Fig. 1: cells by drive strength
(8 px per um)
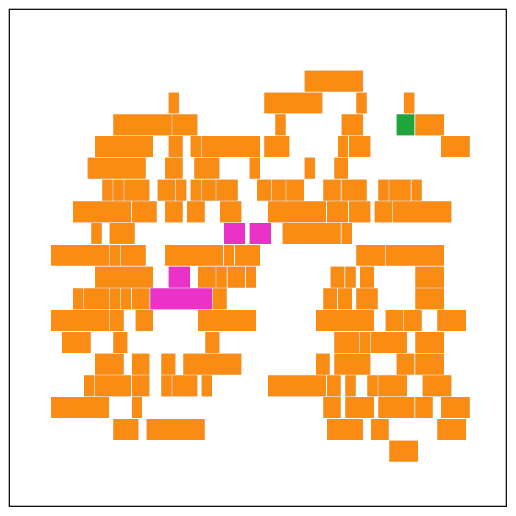
Fig. 2: gate families picked out
(8 px per um)
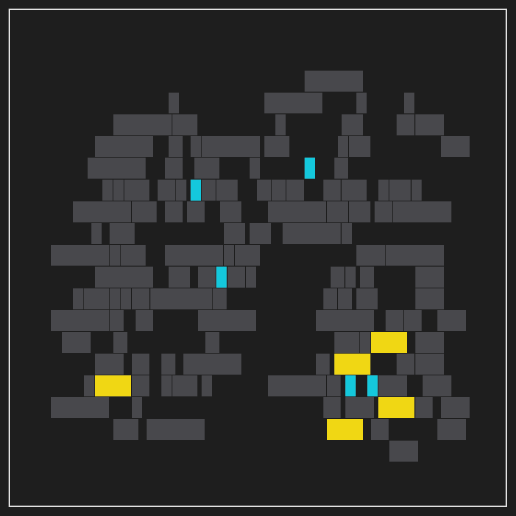
Fig. 3: metal 3
(4 px per um)
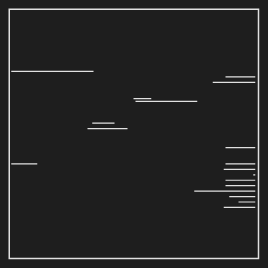
[src/rtl/scan_pkg.sv]
// Shared constants and the modulo index step for the display-scan counter.
package scan_pkg;

    localparam logic DIR_UP   = 1'b0;
    localparam logic DIR_DOWN = 1'b1;

    // Wraps explicitly at both ends so non-power-of-two digit counts never
    // produce an out-of-range index.
    function automatic int unsigned idx_next(
        input int unsigned idx,
        input logic        dir,
        input int unsigned digits
    );
        int unsigned nxt;
        if (dir == DIR_DOWN) begin
            nxt = (idx == 0) ? (digits - 1) : (idx - 1);
        end else begin
            nxt = (idx >= digits - 1) ? 0 : (idx + 1);
        end
        return nxt;
    endfunction

endpackage

[src/rtl/scan_counter_if.sv]
// Control and display-select bundle between the scan counter and its user.
interface scan_counter_if #(
    parameter int DIGITS = 4
);
    localparam int IDX_W = $clog2(DIGITS);

    logic              en;
    logic              dir;
    logic              sync;
    logic [DIGITS-1:0] blank;
    logic [IDX_W-1:0]  idx;
    logic [DIGITS-1:0] an;
    logic              tick;

    modport master (
        output en, dir, sync, blank,
        input  idx, an, tick
    );

    modport slave (
        input  en, dir, sync, blank,
        output idx, an, tick
    );

endinterface

[src/rtl/scan_counter_tick_gen.sv]
// Free-running N-bit prescaler with synchronous clear; flags the enabled
// cycle in which it rolls over.
module tick_gen #(
    parameter int N = 18
) (
    input  logic         clk,
    input  logic         rst,
    input  logic         en,
    input  logic         clr,
    output logic [N-1:0] pre,
    output logic         wrap
);

    logic [N-1:0] pre_q;
    logic [N-1:0] pre_d;

    always_comb begin
        pre_d = pre_q;
        if (clr) begin
            pre_d = '0;
        end else if (en) begin
            pre_d = pre_q + N'(1);
        end
    end

    always_ff @(posedge clk) begin
        if (rst) begin
            pre_q <= '0;
        end else begin
            pre_q <= pre_d;
        end
    end

    assign pre  = pre_q;
    assign wrap = en & (pre_q == {N{1'b1}});

endmodule

[src/rtl/scan_counter.sv]
// Multiplexed seven-segment scan counter: prescaled digit index, active-low
// anode decode with per-digit blanking and a one-cycle advance tick.
module scan_counter
    import scan_pkg::*;
#(
    parameter int N      = 18,
    parameter int DIGITS = 4
) (
    input  logic           clk,
    input  logic           rst,
    scan_counter_if.slave  bus
);

    localparam int IDX_W = $clog2(DIGITS);

    logic             wrap;
    logic [N-1:0]     pre_unused;
    logic [IDX_W-1:0] idx_q;
    logic [IDX_W-1:0] idx_d;
    logic             tick_q;
    logic             tick_d;

    tick_gen #(
        .N (N)
    ) u_tick_gen (
        .clk  (clk),
        .rst  (rst),
        .en   (bus.en),
        .clr  (bus.sync),
        .pre  (pre_unused),
        .wrap (wrap)
    );

    // A restart outranks a coincident prescaler rollover: no advance that cycle.
    always_comb begin
        idx_d  = idx_q;
        tick_d = 1'b0;
        if (bus.sync) begin
            idx_d  = '0;
        end else if (wrap) begin
            idx_d  = IDX_W'(idx_next(32'(idx_q), bus.dir, DIGITS));
            tick_d = 1'b1;
        end
    end

    always_ff @(posedge clk) begin
        if (rst) begin
            idx_q  <= '0;
            tick_q <= 1'b0;
        end else begin
            idx_q  <= idx_d;
            tick_q <= tick_d;
        end
    end

    assign bus.idx  = idx_q;
    assign bus.tick = tick_q;

    // Blank is applied live so a digit can be hidden without waiting for a scan step.
    generate
        for (genvar gi = 0; gi < DIGITS; gi++) begin : g_anode
            assign bus.an[gi] = ~((idx_q == IDX_W'(gi)) & ~bus.blank[gi]);
        end
    endgenerate

endmodule

[src/flat_wrapper.sv]
// flat-port wrapper written by rule: the top's interface ports become plain ports
module scan_counter_flat import scan_pkg::*;
#(
    parameter int N      = 18,
    parameter int DIGITS = 4
)
  (clk, rst, bus_en, bus_dir, bus_sync, bus_blank, bus_idx, bus_an, bus_tick);
  scan_counter_if #(.DIGITS(DIGITS)) bus_i ();
  input  logic clk;
  input  logic rst;
  input wire logic [$bits(bus_i.en)-1:0] bus_en;
  input wire logic [$bits(bus_i.dir)-1:0] bus_dir;
  input wire logic [$bits(bus_i.sync)-1:0] bus_sync;
  input wire logic [$bits(bus_i.blank)-1:0] bus_blank;
  output wire logic [$bits(bus_i.idx)-1:0] bus_idx;
  output wire logic [$bits(bus_i.an)-1:0] bus_an;
  output wire logic [$bits(bus_i.tick)-1:0] bus_tick;
  assign bus_i.en = bus_en;
  assign bus_i.dir = bus_dir;
  assign bus_i.sync = bus_sync;
  assign bus_i.blank = bus_blank;
  assign bus_idx = bus_i.idx;
  assign bus_an = bus_i.an;
  assign bus_tick = bus_i.tick;
  scan_counter #(.N(N), .DIGITS(DIGITS)) u_core (.clk(clk), .rst(rst), .bus(bus_i));
endmodule
[config.mk]
export PLATFORM = sky130hd
export DESIGN_NAME = scan_counter_flat
export DESIGN_NICKNAME = d
export VERILOG_FILES = /design/src/rtl/scan_pkg.sv /design/src/rtl/scan_counter_if.sv /design/src/rtl/scan_counter_tick_gen.sv /design/src/rtl/scan_counter.sv /design/src/flat_wrapper.sv
export SDC_FILE = /design/constraint.sdc
export NUM_CORES = 1
export LEC_CHECK = 0
export CAP_MARGIN = 40
export CORE_MARGIN = 4
export CORE_UTILIZATION = 35
export DETAILED_ROUTE_END_ITERATION = 8
export GPL_TIMING_DRIVEN = 1
export SLEW_MARGIN = 20
export SYNTH_ARGS = -nofsm -noshare
export SYNTH_HDL_FRONTEND = slang
export SYNTH_SLANG_ARGS = --single-unit
[constraint.sdc]
create_clock -name clk -period 5.37 [get_ports clk]
set_input_delay 1.611 -clock clk [delete_from_list [all_inputs] [get_ports clk]]
set_output_delay 1.611 -clock clk [all_outputs]
set_load 0.05 [all_outputs]
==> metrics.yaml <==
netlist.area_leader.share_pct: 41.3
grt_first_pass_wirelength_um: 3050
holdBufCountCts: 0
logic_area_um2: 567
top_layer: "met4"
share_seq_of_total_power_pct: 64.2
antenna_found_initial: 0
synthArstFlopShare_pct: 0
track_usage_pct: 10.3
grt_overflow: 0
status: "finished, final reports clean"
whs_path_depth: 2
tightest_slew_ns: 0.492
relSlewSlack_pct: 67.1
cts_buffer_depth: 2
path_cells: "clkdlybuf4s50_1 -> nand2b_1 -> clkdlybuf4s50_1"
synth_cell_type_count: 26
mostFrequentLayoutCell: "dfxtp_1"
cp_slowest_stage_delay_ns: 0.79
yosysMostFrequentCell: "dfxtp_1"
edf_count: 0
worstPathMaxFanout: 1
drtPass1Iterations: 4
diodes: 0
post-place-cells: 161
crit_end: "bus_an[1]"
p_int_mw: 0.193
synth-seq-cells: 21
top_area_cell: "dfxtp_1"
cts_tree: "built"
synth_cells: 118
path_depth: 3
ant_nets: 0
avgViaCountPerCell: 4.98
hpwl_um: 1310
pwr-share-comb_pct: 6.0
final_hold_viol_count: 0
fin_crit_ns: 4.56
Back to the opening pictures, Fig. 1:
[x1 and smaller] orange | cells: 129 | share: 96% | most used: dfxtp_1
[x3 and x4] magenta | cells: 4 | share: 3.0% | most used: clkbuf_4
[x2] green | cells: 1 | share: 0.75% | most used: or2_2

Back to the opening pictures, Fig. 2:
[fa/ha/maj cells] yellow | cells: 5
[inv cells] cyan | cells: 5

Back to the opening pictures, Fig. 3:
share of all routed wire: 8.4%
longest straight run: 20.2 um
main direction: horizontal

tightest hold or removal path: stages, from the launching register on:
cell and delay, ns:
dfxtp_1 0.35, nand2_1 0.06, o21bai_1 0.05
routing by layer:
metal | global-route usage (%) | vias to the layer above
li1 | - | 443
met1 | 14.2 | 355
met2 | 15.8 | 22
met3 | 3.31 | 2
met4 | 1.82 | 0
met5 | 0 | -
cells by family (layout without fill, tap and decap cells):
family / count (synthesis) / in the layout / share of synthesized area [%]
AND/OR/NAND/NOR: 58 / 58 / 31.1
flip-flops: 21 / 21 / 41.3
AND-OR/OR-AND: 13 / 13 / 7.12
XOR/XNOR: 12 / 12 / 10.3
buffers and inverters: 8 / 24 / 3.07
adder cells (fa/ha/maj): 5 / 5 / 6.14
multiplexers: 1 / 1 / 0.983
Power is estimated from default activity; no workload was simulated.
